run_1/layer_met1.png
Supply wires on this layer in grey.
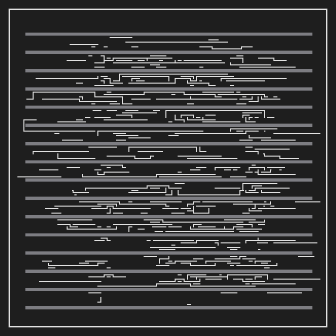
run_1/layer_met2.png
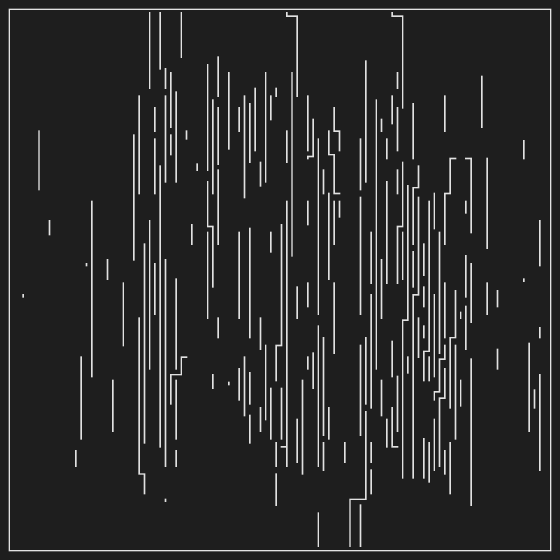
run_1/layer_met3.png
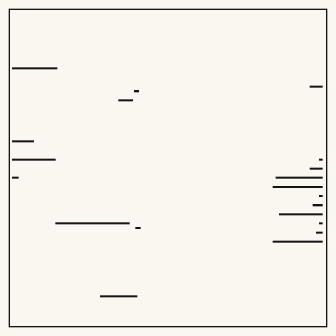
## config.mk

```make
export PLATFORM = sky130hd
export DESIGN_NAME = adma_cm_desc_sched
export DESIGN_NICKNAME = d
export VERILOG_FILES = /design/src/rtl/adma_cm_desc_sched.sv
export SDC_FILE = /design/constraint.sdc
export NUM_CORES = 1
export LEC_CHECK = 0
export CAP_MARGIN = 20
export CORE_MARGIN = 2
export CORE_UTILIZATION = 52
export DETAILED_ROUTE_END_ITERATION = 10
export PLACE_DENSITY = 0.83
export SYNTH_ARGS = -nofsm -noshare
export SYNTH_HDL_FRONTEND = slang
export SYNTH_SLANG_ARGS = --single-unit
```

## constraint.sdc

```tcl
create_clock -name clk -period 6.8 [get_ports clk]
set_clock_uncertainty 0.15 [all_clocks]
set_input_delay 2.04 -clock clk [delete_from_list [all_inputs] [get_ports clk]]
set_output_delay 2.04 -clock clk [all_outputs]
set_load 0.01 [all_outputs]
```

## src/rtl/adma_cm_desc_sched.sv

```systemverilog
// Per-channel descriptor scheduler: walks the eligible descriptors in rotating order,
// issues one start at a time, waits for completion and pulses the per-descriptor done-set.
module adma_cm_desc_sched #(
    parameter int unsigned DMA_DESC_DEPTH = 4,
    parameter int unsigned DESC_IDX_W     = (DMA_DESC_DEPTH > 1) ? $clog2(DMA_DESC_DEPTH) : 1
) (
    input  logic                      clk,
    input  logic                      rst,
    input  logic                      chn_en,
    input  logic                      chn_xfer_cyclic,
    input  logic [DMA_DESC_DEPTH-1:0] desc_vld,
    input  logic [DMA_DESC_DEPTH-1:0] xfer_done,
    output logic                      xfer_start_vld,
    input  logic                      xfer_start_rdy,
    output logic [DESC_IDX_W-1:0]     xfer_desc_idx,
    input  logic                      xfer_cpl,
    output logic [DMA_DESC_DEPTH-1:0] xfer_done_set,
    output logic                      chn_busy,
    output logic                      chn_done
);

    localparam int unsigned           DEPTH    = DMA_DESC_DEPTH;
    localparam logic [DESC_IDX_W-1:0] LAST_IDX = DESC_IDX_W'(DEPTH - 1);

    typedef enum logic [2:0] {
        S_IDLE,
        S_ARB,
        S_REQ,
        S_BUSY,
        S_CPL
    } state_t;

    state_t                state;
    logic [DESC_IDX_W-1:0] ptr;

    logic [DEPTH-1:0]      elig_c;
    logic [DEPTH-1:0]      elig_pred_c;
    logic [DESC_IDX_W-1:0] ptr_nxt_c;
    logic [DESC_IDX_W-1:0] sel_c;
    logic [DESC_IDX_W-1:0] sel_pred_c;
    logic                  sel_found_c;
    logic                  sel_pred_found_c;
    logic                  done_pred_c;

    // First set bit of mask at or after start, wrapping; returns {found, index}.
    function automatic logic [DESC_IDX_W:0] pick(input logic [DEPTH-1:0] mask,
                                                 input logic [DESC_IDX_W-1:0] start);
        logic                  found;
        logic [DESC_IDX_W-1:0] idx;
        int unsigned           pos;
        found = 1'b0;
        idx   = '0;
        for (int unsigned k = 0; k < DEPTH; k++) begin
            pos = 32'(start) + k;
            if (pos >= DEPTH) begin
                pos = pos - DEPTH;
            end
            if (!found && mask[DESC_IDX_W'(pos)]) begin
                found = 1'b1;
                idx   = DESC_IDX_W'(pos);
            end
        end
        return {found, idx};
    endfunction

    // In CPL the status block has not yet absorbed xfer_done_set, so the pass-complete
    // decision for the following ARB cycle is made against the predicted status.
    always_comb begin
        elig_c      = desc_vld & (chn_xfer_cyclic ? {DEPTH{1'b1}} : ~xfer_done);
        elig_pred_c = desc_vld & (chn_xfer_cyclic ? {DEPTH{1'b1}} : ~(xfer_done | xfer_done_set));
        ptr_nxt_c   = (xfer_desc_idx == LAST_IDX) ? '0 : xfer_desc_idx + 1'b1;
        {sel_found_c, sel_c}           = pick(elig_c, ptr);
        {sel_pred_found_c, sel_pred_c} = pick(elig_pred_c, ptr_nxt_c);
        done_pred_c = chn_xfer_cyclic ? (sel_pred_found_c && (sel_pred_c <= xfer_desc_idx))
                                      : !sel_pred_found_c;
    end

    always_ff @(posedge clk or posedge rst) begin
        if (rst) begin
            state          <= S_IDLE;
            ptr            <= '0;
            xfer_start_vld <= 1'b0;
            xfer_desc_idx  <= '0;
            xfer_done_set  <= '0;
            chn_busy       <= 1'b0;
            chn_done       <= 1'b0;
        end else begin
            xfer_done_set <= '0;
            chn_done      <= 1'b0;
            case (state)
                S_IDLE: begin
                    if (chn_en) begin
                        state    <= S_ARB;
                        chn_busy <= 1'b1;
                    end
                end
                S_ARB: begin
                    if (!sel_found_c) begin
                        state    <= S_IDLE;
                        chn_busy <= 1'b0;
                    end else begin
                        xfer_desc_idx  <= sel_c;
                        xfer_start_vld <= 1'b1;
                        state          <= S_REQ;
                    end
                end
                S_REQ: begin
                    // A raised request is held until accepted, regardless of chn_en.
                    if (xfer_start_rdy) begin
                        xfer_start_vld <= 1'b0;
                        state          <= S_BUSY;
                    end
                end
                S_BUSY: begin
                    if (xfer_cpl) begin
                        xfer_done_set <= DEPTH'(1) << xfer_desc_idx;
                        state         <= S_CPL;
                    end
                end
                S_CPL: begin
                    ptr <= ptr_nxt_c;
                    if (chn_en) begin
                        state    <= S_ARB;
                        chn_done <= done_pred_c;
                    end else begin
                        state    <= S_IDLE;
                        chn_busy <= 1'b0;
                    end
                end
                default: begin
                    state          <= S_IDLE;
                    xfer_start_vld <= 1'b0;
                    chn_busy       <= 1'b0;
                end
            endcase
        end
    end

endmodule

```

==> results.ini, run 1 <==
[cells_and_area]
largestClassByArea = combinational gates
final-clk-cell-share_pct = 2.93
seq_area_share_pct = 28.3
seq_area_um2 = 350
layout.cells.most_common = clkdlybuf4s50_1
antenna_cells = 0
finalNonFillerCells = 156
layout.area.comb_um2 = 553
nNetsFinal = 152

[final_timing]
max_slew.worst_pin.slew_ps = 560
finalCritPeriodShare_pct = 67.2
hold_viol = 0

[critical_path]
start_kind = input port
slowest_delay_ps = 690
cp.required_ps = 6870
regToRegSetupSlack_ps = 4160
worstPathMaxFanout = 14
timing.rr.end = chn_done

[routing]
first_iter_violations = 12
drt-vias-per-instance = 5.25

[die]
die_h_um = 47.1
num_rows = 15

[worst_hold_path]
min_to = xfer_start_vld
hp-start = xfer_start_vld
min_path_type = flop to flop

[clocking]
cts_tree = built
cts.path.max_buffers = 2
htree_num_levels = 1
clk_pin_slew_ps = 90

[logic_synthesis]
yosys_area_um2 = 967
edf_count = 0
synth_flops = 14
ys_dominant_reg_cell = dfrtp_1

[power]
p_leak_nw = 0.562
powerDensity_nw_per_um2 = 328

[job]
maxCapViolCount = 0

[global_routing]
grt_pass1_wl_mm = 3.49
grt_pass1_vias = 801
grtUsageTotal_pct = 23.5

[place]
placed_cells = 152

[run_status]
status = finished, final reports clean

About layer_met1.png:
- nets with wire on the layer: 134
- main direction: horizontal
- share of all routed wire: 49%

About layer_met2.png:
- main direction: vertical
- share of all routed wire: 45%
- longest straight run: 24.5 um
- nets with wire on the layer: 123

About layer_met3.png:
- longest straight run: 10.8 um
- wire length on this layer: 67.6 um
- share of all routed wire: 3.2%
- nets with wire on the layer: 17
- main direction: horizontal

run 1: through the flow:
| stage | cell area (um2) | setup WS [ps] | hold WS, ps |
|---|---|---|---|
| final | 1240 | 2230 | 432 |
| after global routing | 1240 | 2020 | 446 |
| after CTS | 1240 | 2280 | 422 |
| after detailed placement | 1200 | 1970 | 409 |
| after global placement | 1200 | 2060 | 370 |
| after floorplan | 967 | 2920 | 345 |
run 1: sequential cells by signal (all words and copies together) (netlist names):
| register | flops |
|---|---|
| xfer_done_set | 4 |
| xfer_desc_idx | 2 |
| ptr | 2 |
| xfer_start_vld | 1 |
| chn_done | 1 |
| state | 3 |
| chn_busy | 1 |
run 1: where the power goes:
group	switching, mW	internal, mW
registers	0.0359	0.110
logic	0.0945	0.106
clock network	0.0283	0.0326
run 1: metal layers:
layer / up-vias / routed length [um] / global-route usage [%]
li1: 423 / - / -
met1: 371 / 1050 / 30.1
met2: 20 / 971 / 38.1
met3: 5 / 67 / 3.46
met4: 0 / 53 / 13.3
met5: - / 0 / 0
run 1: cell families (layout without fill, tap and decap cells):
kind of cell | Yosys count | count (layout) | share of synthesized area, %
adders and majority gates | 6 | 6 | 7.76
muxes | 6 | 6 | 7.11
buffers and inverters | 15 | 39 | 6.60
and+or+nand+nor | 34 | 34 | 19.7
AOI/OAI and AO/OA | 32 | 32 | 22.6
DFF | 14 | 14 | 36.2
run 1: synthesized netlist by cell type, types with 3 or more instances:
cell type,instances,share of area (%)
o21ai_1,5,2.6
o21ai_0,6,3.1
nand2_1,7,2.7
and2_1,4,2.6
a21oi_1,4,2.1
nor2b_1,5,3.2
dfrtp_1,14,36
inv_1,12,4.7
nor2_1,6,2.3
o221ai_1,3,2.7
ha_1,6,7.8
nand2b_1,3,1.9
run_1/clocks.png
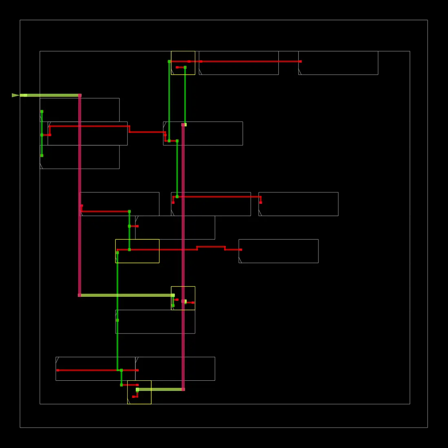

--- run 2 (diff from run 1) ---
CORE_UTILIZATION = 48   (was 52)
PLACE_DENSITY = 0.78   (was 0.83)
clock period = 4.8 ns   (was 6.8 ns; I/O delays follow)
run_2/clocks.png
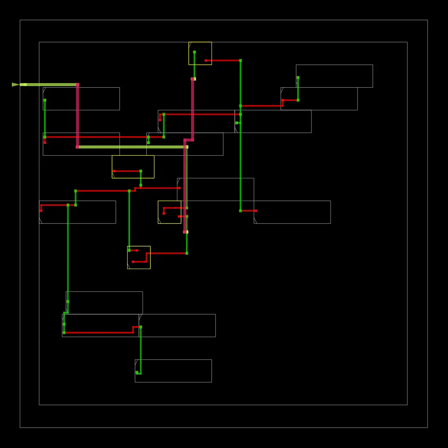
clock buf count: 4
CTS buffer count: 3
Num Clock Sinks: 14
registers: 14

==> results.ini, run 2 <==
[logic_synthesis]
top_cells_by_area = dfrtp_1 36%, ha_1 7.8%, inv_1 4.7%
top_area_share_pct = 36.2  ; unchanged
mux_area_share_pct = 7.12  ; unchanged
yosys.cell_count.top_type = dfrtp_1
edf_count = 0  ; unchanged
largest_area_cell = dfrtp_1
xor_share_pct = 0  ; unchanged
synthAoiAreaFrac_pct = 22.6  ; unchanged
yosys-top-cells-count = 14 x dfrtp_1, 12 x inv_1, 7 x nand2_1
synth_flops = 14  ; unchanged
yosys_area_um2 = 967  ; unchanged
topCombFamilyByArea = AND-OR/OR-AND gates
simple_gate_area_share_pct = 19.7  ; unchanged

[critical_path]
start_kind = input port
regToRegSetupSlack_ps = 2130  ; -2030 ps
slowest_delay_ps = 690  ; about the same
cp.required_ps = 4870  ; -2000 ps

[final_timing]
hold_viol = 0  ; unchanged
finalCritPeriodShare_pct = 82.9
hold_slack_ps = 408  ; -23.9 ps

[routing]
route.met2.wl_um = 982  ; +1.1%
wl_met1_mm = 1.05  ; +0.48%
wl_met3_um = 84  ; +25%

[power]
powerDensity_nw_per_um2 = 469  ; +43%

[die]
num_rows = 16  ; +1
die_h_um = 48.9  ; +3.7%

[cells_and_area]
antenna_cells = 0  ; unchanged

[clocking]
htree_num_levels = 1  ; unchanged
cts_tree = built

[global_routing]
grtUsageTotal_pct = 21.2  ; -2.3 points

[run_status]
status = finished, final reports clean

==> run 2: cell type report <==
class / count / area, um2 / share of cell area (%)
repair buffers: 22 / 220 / 17.7
well taps: 27 / 33.8 / 2.72
multi-input cells: 78 / 553 / 44.5
clock buffers: 4 / 36.3 / 2.92
inverters: 13 / 48.8 / 3.93
flip-flops and latches: 14 / 350 / 28.2
==> run 2: kinds of logic (layout without fill, tap and decap cells) <==
group                    after synthesis  count (layout)
adder cells (fa/ha/maj)                6               6
multiplexers                           6               6
flip-flops                            14              14
buffers and inverters                 15              39
AND/OR/NAND/NOR                       34              34
AND-OR/OR-AND                         32              32
==> run 2: worst max path at each step <==
stage | from | cells past startpoint | to | slack [ps]
3_5_place_dp | chn_xfer_cyclic | 11 | chn_done | 510
3_3_place_gp | chn_xfer_cyclic | 11 | chn_done | 640
4_1_cts | chn_xfer_cyclic | 11 | chn_done | 810
6_report | chn_xfer_cyclic | 11 | chn_done | 820
2_1_floorplan | xfer_done[1] | 11 | chn_done | 1520
5_1_grt | chn_xfer_cyclic | 11 | chn_done | 570
==> run 2: metrics by stage <==
| step | cell area (um2) | worst slack (ps) |
|---|---|---|
| CTS | 1240 | 811 |
| global placement | 1210 | 638 |
| finish | 1240 | 822 |
| global route | 1240 | 571 |
| floorplan | 967 | 1520 |
| detailed placement | 1210 | 514 |
==> run 2: per-layer routing <==
| layer | GRT usage, % | up-vias |
|---|---|---|
| li1 | - | 423 |
| met1 | 26.5 | 386 |
| met2 | 35.2 | 20 |
| met3 | 5.21 | 4 |
| met4 | 8.57 | 0 |
| met5 | 0 | - |
==> run 2: power breakdown <==
part	switching (mW)	total (mW)	internal (mW)
logic	0.139	0.289	0.150
registers	0.0500	0.206	0.156
clock network	0.0413	0.0875	0.0462
total	0.230	0.583	0.352
run_2/metal_density.png
The bar under the picture is 10 um long. The die is cut into 10 by 10 equal tiles; dark purple is low, yellow is high, scaled to the fullest tile. Values are wire area over tile area, all layers added.
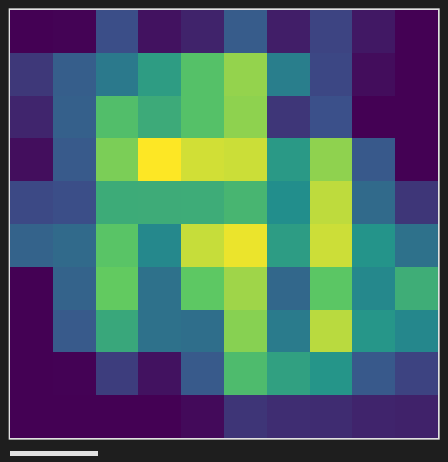

--- run 3 (diff from run 2) ---
clock period = 4.15 ns   (was 4.8 ns; I/O delays follow)
run_3/metal_density.png
The bar under the picture is 10 um long. The die is cut into 10 by 10 equal tiles; dark purple is low, yellow is high, scaled to the fullest tile. Values are wire area over tile area, all layers added.
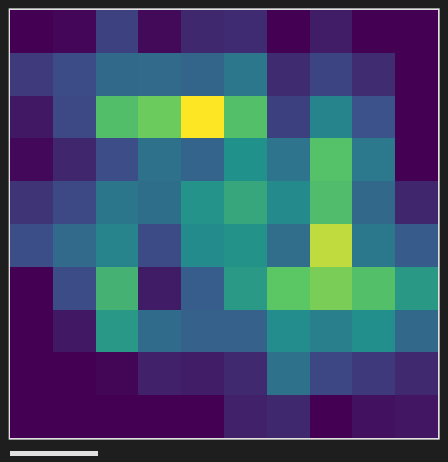
- fullest tile: 0.48
- mean over tiles: 0.13
- tiles over half the peak: 18%
- densest ninth of the die: right middle

==> results.ini, run 3 <==
[power]
powerDensity_nw_per_um2 = 519  ; +11%

[logic_synthesis]
yosys-top-cells-count = 14 x dfrtp_1, 12 x inv_1, 7 x nand2_1
largest_area_cell = dfrtp_1
edf_count = 0  ; unchanged
yosys.cell_count.top_type = dfrtp_1
top_cells_by_area = dfrtp_1 36%, ha_1 7.8%, inv_1 4.7%

[place]
pre_cts_slack_ps = 228  ; -286 ps
placed_area_um2 = 1210  ; +0.62%

[run_status]
status = finished, final reports clean

[die]
num_rows = 16  ; unchanged
die_h_um = 48.9  ; unchanged

[cells_and_area]
fin_area_um2 = 1240  ; -0.50%
largest_reg_flops = 4

[final_timing]
finalCritPeriodShare_pct = 87.5
fin_ws_ps = 520  ; -301 ps
hold_viol = 0  ; unchanged

[critical_path]
slowest_delay_ps = 580  ; -110 ps
start_kind = input port
cp.required_ps = 4210  ; -660 ps
regToRegSetupSlack_ps = 1490  ; -640 ps

[clocking]
numClockSinks = 14  ; unchanged
htree_num_levels = 1  ; unchanged

[global_routing]
grtUsageTotal_pct = 19.3  ; -1.9 points

run 3: power by group:
group | internal [mW] | switching [mW] | leakage (nW)
clock | 0.0337 | 0.0416 | 0.0138
sequential | 0.181 | 0.0536 | 0.178
combinational | 0.174 | 0.158 | 0.368
total | 0.389 | 0.254 | 0.560
run 3: how the worst max path moves through the flow:
stage	startpoint	endpoint	slack (ps)	depth (start not counted)
after floorplan	xfer_done[1]	chn_done	1060	11
after global routing	chn_xfer_cyclic	chn_done	290	11
after detailed placement	chn_xfer_cyclic	chn_done	230	11
after global placement	chn_xfer_cyclic	chn_done	360	11
final	chn_xfer_cyclic	chn_done	520	11
after CTS	chn_xfer_cyclic	chn_done	520	11
run 3: cell type report:
type / instances / area (um2) / share of cell area [%]
clock buffer: 3 / 22.5 / 1.82
inverter: 13 / 48.8 / 3.95
multi-input combinational: 78 / 553 / 44.7
sequential: 14 / 350 / 28.3
tap: 27 / 33.8 / 2.73
timing repair buffer: 23 / 228 / 18.4
run 3: cell families (layout without fill, tap and decap cells):
kind of cell               after synthesis  count (layout)  synth area share (%)
adders and majority gates                6               6                  7.76
and+or+nand+nor                         34              34                  19.7
muxes                                    6               6                  7.11
DFF                                     14              14                  36.2
AOI/OAI and AO/OA                       32              32                  22.6
buffers and inverters                   15              39                  6.60
run 3: routing by layer:
metal / vias to the layer above / wire length (um) / track usage [%]
met1: 393 / 891 / 23.2
met5: - / 0 / 0
met3: 5 / 107 / 4.91
met4: 0 / 39 / 8.57
met2: 25 / 943 / 32.4
li1: 427 / - / -
run 3: stage by stage:
step | utilization, % | cells
after global routing | 64.3 | 158
after detailed placement | 63.2 | 155
after floorplan | - | 107
final | 64.3 | 158
after CTS | 64.3 | 158
after global placement | 63.2 | 155
No activity file was given, so power comes from the tool's default toggle rates.
